File: config.mk
export PLATFORM = sky130hd
export DESIGN_NAME = pipe_scoreboard
export DESIGN_NICKNAME = d
export VERILOG_FILES = /design/src/rtl/pipe_scoreboard.sv
export SDC_FILE = /design/constraint.sdc
export NUM_CORES = 1
export LEC_CHECK = 0
export CORE_ASPECT_RATIO = 0.8
export CORE_MARGIN = 5
export CORE_UTILIZATION = 25
export DETAILED_ROUTE_END_ITERATION = 8
export GPL_ROUTABILITY_DRIVEN = 0
export PLACE_DENSITY = 0.38
export SLEW_MARGIN = 20
export SYNTH_ARGS = -nofsm -noshare
export SYNTH_HDL_FRONTEND = slang
export SYNTH_SLANG_ARGS = --single-unit
File: constraint.sdc
create_clock -name clk -period 18.2 [get_ports clk]
set_input_delay 2.73 -clock clk [delete_from_list [all_inputs] [get_ports clk]]
set_output_delay 2.73 -clock clk [all_outputs]
set_load 0.01 [all_outputs]
File: src/rtl/pipe_scoreboard.sv
// pipe_scoreboard: per-register scoreboard driving ID stall and forwarding selects
module pipe_scoreboard #(
  parameter int REG_ADDR_W = 5,
  parameter int WB_DIST    = 3,
  parameter int AGE_W      = 2,
  parameter int CNT_W      = 16
) (
  input  logic                  clk,
  input  logic                  rst,
  input  logic                  id_valid,
  input  logic                  id_flush,
  input  logic [REG_ADDR_W-1:0] id_rs,
  input  logic [REG_ADDR_W-1:0] id_rt,
  input  logic                  id_use_rs,
  input  logic                  id_use_rt,
  input  logic                  id_wr_en,
  input  logic [REG_ADDR_W-1:0] id_wd,
  input  logic [AGE_W-1:0]      id_lat,
  output logic                  stall,
  output logic [AGE_W-1:0]      fwd_a,
  output logic [AGE_W-1:0]      fwd_b,
  output logic [CNT_W-1:0]      stall_cnt
);
  localparam int NR = 1 << REG_ADDR_W;
  localparam logic [AGE_W-1:0] WB = AGE_W'(WB_DIST);

  logic [NR-1:0]            pend_q, pend_d, set;
  logic [NR-1:0][AGE_W-1:0] age_q, age_d, lat_q, lat_d;
  logic [CNT_W-1:0]         cnt_q, cnt_d;
  logic [AGE_W-1:0]         lat_c, age_a, age_b;
  logic                     pnd_a, pnd_b, haz_a, haz_b, issue;

  assign age_a = age_q[id_rs];
  assign age_b = age_q[id_rt];
  assign pnd_a = id_use_rs && id_rs != '0 && pend_q[id_rs];
  assign pnd_b = id_use_rt && id_rt != '0 && pend_q[id_rt];
  assign haz_a = pnd_a && age_a < lat_q[id_rs];
  assign haz_b = pnd_b && age_b < lat_q[id_rt];
  assign fwd_a = (pnd_a && !haz_a && age_a != WB) ? age_a : '0;
  assign fwd_b = (pnd_b && !haz_b && age_b != WB) ? age_b : '0;
  assign stall = id_valid && !id_flush && (haz_a || haz_b);
  assign issue = id_valid && !id_flush && !stall;
  assign lat_c = id_lat == '0 ? AGE_W'(1) : (id_lat > WB ? WB : id_lat);
  assign set   = {{(NR-1){1'b0}}, issue && id_wr_en && id_wd != '0} << id_wd;
  assign stall_cnt = cnt_q;

  // next scoreboard state: new writer claims its entry, others age and retire after the write cycle
  always_comb begin
    pend_d = pend_q;
    age_d  = age_q;
    lat_d  = lat_q;
    cnt_d  = (stall && cnt_q != '1) ? cnt_q + 1'b1 : cnt_q;
    for (int r = 1; r < NR; r++) begin
      if (set[r]) begin
        pend_d[r] = 1'b1;
        age_d[r]  = AGE_W'(1);
        lat_d[r]  = lat_c;
      end else if (pend_q[r]) begin
        pend_d[r] = age_q[r] != WB;
        age_d[r]  = age_q[r] == WB ? '0 : age_q[r] + 1'b1;
      end
    end
  end

  // scoreboard and statistics registers
  always_ff @(posedge clk or posedge rst) begin
    if (rst) begin
      pend_q <= '0;
      age_q  <= '0;
      lat_q  <= '0;
      cnt_q  <= '0;
    end else begin
      pend_q <= pend_d;
      age_q  <= age_d;
      lat_q  <= lat_d;
      cnt_q  <= cnt_d;
    end
  end
endmodule
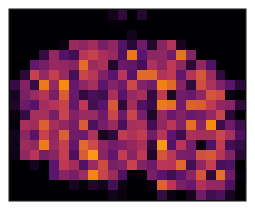
*Placement density heat map, run 1*
(1 px per micron) 24 x 19 tiles, from black (low) to pale yellow (high), 0 to 100% covered.
fullest tile	77%
mean over tiles	25%
nearly empty tiles	29%
emptiest ninth of the die	north-east
tiles over 75% full	0.40%
core footprint: 0.0404 sq mm
Core Util, Final: 29.3%
FP Util: 25.1%

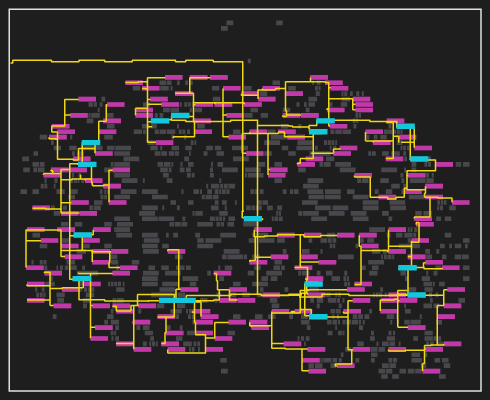
*Clock wires, drivers and flops, run 1*
(2 px per micron)
[cells driving clock nets] cyan | count: 17
[clock wires] yellow | length: 2,750 microns
[flip-flops] magenta | count: 171
routed clock nets	18
flops lie	spread over the die
Setup Skew: 15.3 ps
clock power share: 30.5%
Skew-Pair Late Insertion Delay: 460 ps
power in the clock group: 0.000417 W

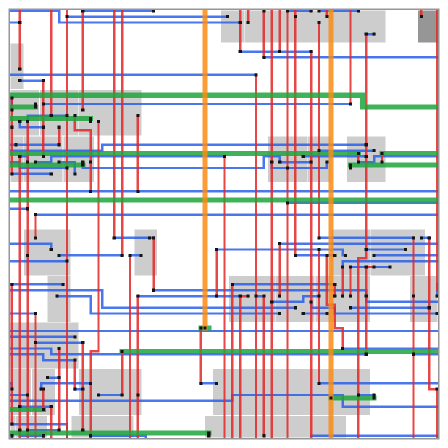
*Layout detail, run 1*
Window x 105 to 130, y 83 to 108 microns. Cells in grey, sequential cells in the stronger grey; small squares are vias.
layer	colour
met2	red
met3	green
met4	orange
met1	blue
sequential cells in the window	0
cells with their middle in the window	26
most frequent	inv_1 (5)

==> results_slide.txt, run 1 <==
Implementation Results

STA
  • Final Max Tran Viols: 0
  • Count of final setup violators: 0
  • RSZ-0062 raised after global routing: false
  • Fmax: 103 MHz
  • WHS: 499 ps
  • Worst Tran Pin Value: 944 ps
  • Max transition margin: 36.9%

Yosys
  • Mux share: 30.0%
  • Distinct lib cells: 57
  • XOR/XNOR Fraction of Synth Area: 1.21%
  • Seq cells post-synth: about 170
  • Post-synth top cells: 171 x dfrtp_1, 76 x mux4_2, 73 x mux2_2

Finish
  • FF/Latch Area: 0.00428 sq mm
  • Share of cells above drive strength 1: 25.5%
  • Layout non-clock buf frac: 4.91%
  • Most instantiated logic cell after routing: dfrtp_1
  • Non-clock buffers: 66
  • Nets: 927
  • Largest cell class: multi-input combinational cells

Setup path
  • Kind of critical path: in -> out
  • Critical Path Source Type: input pin
  • Worst reg2reg setup slack: 13,540 ps
  • Critical path peak fanout: around 42

Floorplan
  • Die Width: around 240 microns
  • Die area: 0.0447 sq mm
  • Io pins: about 45

Pwr
  • P_comb: 0.000362 W
  • P_int: 0.000914 W
  • Power per cell area: 116 mW/mm^2

Global route
  • GRT Overall Usage: 14.7%
  • Initial antenna violation count: 1

Detailed routing
  • Routed WL: 32,200 microns
  • M1 WL: between 15,000 and 20,000 microns
  • DRT iter0 DRCs: around 500
  • Met3 routed WL: 1450 microns
  • TritonRoute pass-1 iters: 5
  • DRT antenna net count: 0

Placed design
  • Worst slack, placed: 8630 ps
  • Cell area after placement: 0.0112 sq mm

Clock network
  • Total number of H-tree levels: 4
  • Hold Buf Count CTS: 0
  • Clock-pin slew on the worst setup and hold paths: 60 ps
  • CTS resizes: 0
  • Root Buffer: clkbuf_16

Status
  • Outcome: finished, final reports clean
[run 1: worst paths after layout]
| check | to | depth (start not counted) |
|---|---|---|
| worst max-delay path | fwd_a[0] | 14 |
| worst min-delay path | stall_cnt[13] | 1 |
| worst max register to register | lat_q[61] | 14 |
| worst min register to register | stall_cnt[13] | 1 |
| max in group asynchronous | lat_q[25] | 3 |
| min in group asynchronous | age_q[40] | 2 |
[run 1: worst max-delay path, stage by stage]
cell and delay [ps]:
buf_2 70, buf_4 530, mux4_2 590, mux4_2 520
mux2i_1 150, inv_1 90, ha_1 330, inv_1 70
nor4_1 220, nor3_1 90, o221ai_1 90, nor2b_1 190
nor3b_1 600, clkdlybuf4s50_1 670
[run 1: flip-flops by register name, indices dropped and copies added, names as in the netlist]
register,count
age_q,62
lat_q,62
pend_q,31
stall_cnt,16
### Clock wiring as the flow saved it, run 1

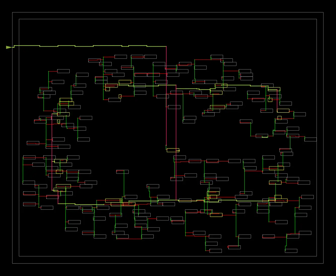

## Run 2: what changed since run 1
Clock period 18.2 ns to 9.98 ns, I/O delays scaled along.
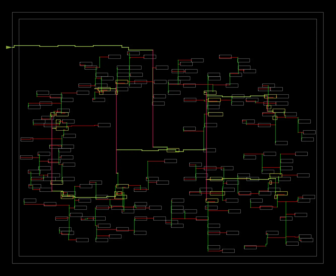
*Clock wiring as the flow saved it, run 2*
seq_cells: 171
Inserted Clock Buffers: 17
clk sinks: 171

==> results_slide.txt, run 2 <==
Implementation Results

STA
  • RSZ-0062 raised after global routing: false
  • Fmax: 133 MHz
  • Max transition margin: between 30% and 40%
  • WHS: 488 ps
  • Count of final setup violators: 0

Floorplan
  • Io pins: 45

Finish
  • Largest cell class: multi-input combinational cells
  • Most instantiated logic cell after routing: dfrtp_1
  • Core Util, Final: ~29%

Placed design
  • Worst slack, placed: 2510 ps

Yosys
  • XOR/XNOR Fraction of Synth Area: 1.21%
  • Seq cells post-synth: 171

Setup path
  • CP max stage cell: buf_2
  • Critical path peak fanout: 27

Detailed routing
  • Routed WL: approximately 32,000 microns
  • DRT antenna net count: 0

Clock network
  • Hold Buf Count CTS: 0
  • Root Buffer: clkbuf_16
  • Clock-pin slew on the worst setup and hold paths: 70 ps

Status
  • Outcome: finished, final reports clean
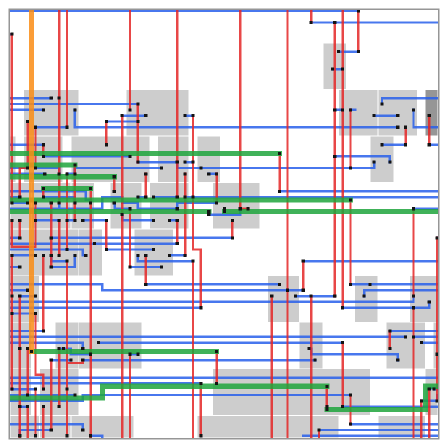
*Layout detail, run 2*
Window x 105 to 130, y 83 to 108 microns. Cells in grey, sequential cells in the stronger grey; small squares are vias.
layer	colour
met2	red
met1	blue
met4	orange
met3	green
most frequent	inv_1 (5), nor4_1 (3)
sequential cells in the window	0
cells with their middle in the window	29

run 2: netlist changes by cell type in the layout (fill, tap and decap cells not counted), sizes merged:
cell	change
bufinv	-3
clkbuf	-2
clkinv	+3
run 2: path summary, 6_finish.rpt:
kind / startpoint / to / slack [ps]
worst max-delay path: id_rs[0] / fwd_a[0] / 2430
worst min-delay path: stall_cnt[13] / stall_cnt[13] / 490
worst max register to register: age_q[57] / lat_q[37] / 5220
worst min register to register: stall_cnt[13] / stall_cnt[13] / 490
max in group asynchronous: rst / lat_q[27] / 7270
min in group asynchronous: rst / pend_q[26] / 1500
run 2: worst max-delay path, delay by kind of cell:
family / cells / cell delay (ps)
AND-OR/OR-AND: 1 / 90
adder cells (fa/ha/maj): 1 / 320
buffers and inverters: 5 / 1870
multiplexers: 3 / 1160
AND/OR/NAND/NOR: 4 / 1100
### Placement density heat map, run 2

(1 px per micron) 24 x 19 tiles, from black (low) to pale yellow (high), 0 to 100% covered.
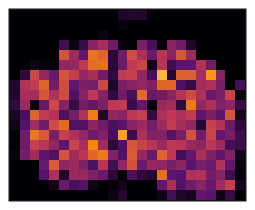

## Run 3: what changed since run 2
Settings changed: PLACE_DENSITY 0.38 to 0.39.
Clock period 9.98 ns to 6.6 ns, I/O delays scaled along.
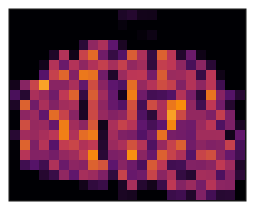
*Placement density heat map, run 3*
(1 px per micron) 24 x 19 tiles, from black (low) to pale yellow (high), 0 to 100% covered.
Core Util, Final: 29.3%

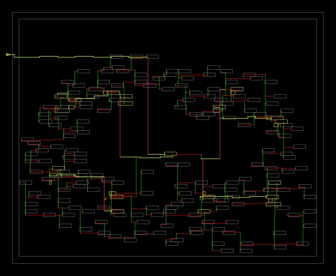
*Clock wiring as the flow saved it, run 3*
Setup Skew: 17.0 ps
power in the clock group: 0.00108 W
clkbuf count: 19

==> results_slide.txt, run 3 <==
Implementation Results

Setup path
  • Kind of critical path: in -> out
  • CP startpoint: id_rs[0]
  • Worst reg2reg path depth: 13
  • RR Startpoint: age_q[37]
  • Buffers plus inverters on the worst setup path: 5
  • Critical Path Source Type: input pin
  • Worst-path cell chain: buf_2, buf_4, nor2b_1, a22o_1, mux4_2, mux2i_1, inv_1, ha_1, inv_1, nor4_1, nor3_1, o221ai_1, nor2b_1, nor3b_1, clkdlybuf4s50_1
  • CP max stage cell: clkdlybuf4s50_1
  • Max stage delay on crit path: 650 ps
  • Critical Path Sink: fwd_a[0]

Finish
  • Biggest registers after layout: age_q (62), lat_q (62), pend_q (31)
  • Most instantiated logic cell after routing: dfrtp_1
  • Share of cells above drive strength 1: 26.1%
  • Nets: 935
  • FF/Latch Area: 0.00428 sq mm

STA
  • Worst Tran Pin Value: ~1000 ps
  • WHS: 489 ps
  • RSZ-0062 raised after global routing: false
  • Fmax: between 150 and 200 MHz

Pwr
  • Clock power share: between 20% and 30%
  • P_int: 0.00243 W
  • P_comb: ~0.0010 W

Worst hold path
  • Hold_sp: stall_cnt[13]
  • Hold path cells: 1
  • Hold worst-path end: stall_cnt[13]

Yosys
  • Seq cells post-synth: about 170
  • Mux share: 30.0%
  • Post-synth top cells: 171 x dfrtp_1, 76 x mux4_2, 73 x mux2_2
  • XOR/XNOR Fraction of Synth Area: 1.21%

Placed design
  • Cell area after placement: 0.0112 sq mm
  • Worst slack, placed: 614 ps

Status
  • Outcome: finished, final reports clean

Floorplan
  • Die area: 0.0447 sq mm
  • Core footprint: 0.0404 sq mm
  • FP Util: 25.1%
  • Die Width: ~240 microns
  • Io pins: between 40 and 50

Clock network
  • Hold Buf Count CTS: 0
  • CTS resizes: 0
  • Root Buffer: clkbuf_16
  • Clock-pin slew on the worst setup and hold paths: 70 ps
  • Inserted Clock Buffers: 17
  • Total number of H-tree levels: 4

Detailed routing
  • Routed WL: 32,100 microns
  • TritonRoute pass-1 iters: 6
run 3: final cells by class:
| cell class | instances | share of cell area, % |
|---|---|---|
| flip-flops and latches | 171 | 36.2 |
| well taps | 544 | 5.76 |
| inverters | 36 | 1.21 |
| multi-input cells | 577 | 46.3 |
| clock inverters | 12 | 1.38 |
| repair buffers | 74 | 5.42 |
| clock buffers | 19 | 3.75 |
run 3: metrics by stage:
stage	utilization [%]	instances	total power, W
after detailed placement	27.8	1402	0.00265
after global routing	29.3	1433	0.00396
final	29.3	1433	0.00371
after floorplan	-	836	0.00227
after CTS	29.3	1433	0.00375
after global placement	27.8	1402	0.00265
run 3: metal layers:
metal	global-route usage [%]	wire, microns	vias up
met1	21.1	15900	3770
met4	3.86	554	0
met5	0	0	-
li1	-	-	3280
met3	4.75	1980	25
met2	21.5	13700	188
Power and IR drop assume default switching activity.
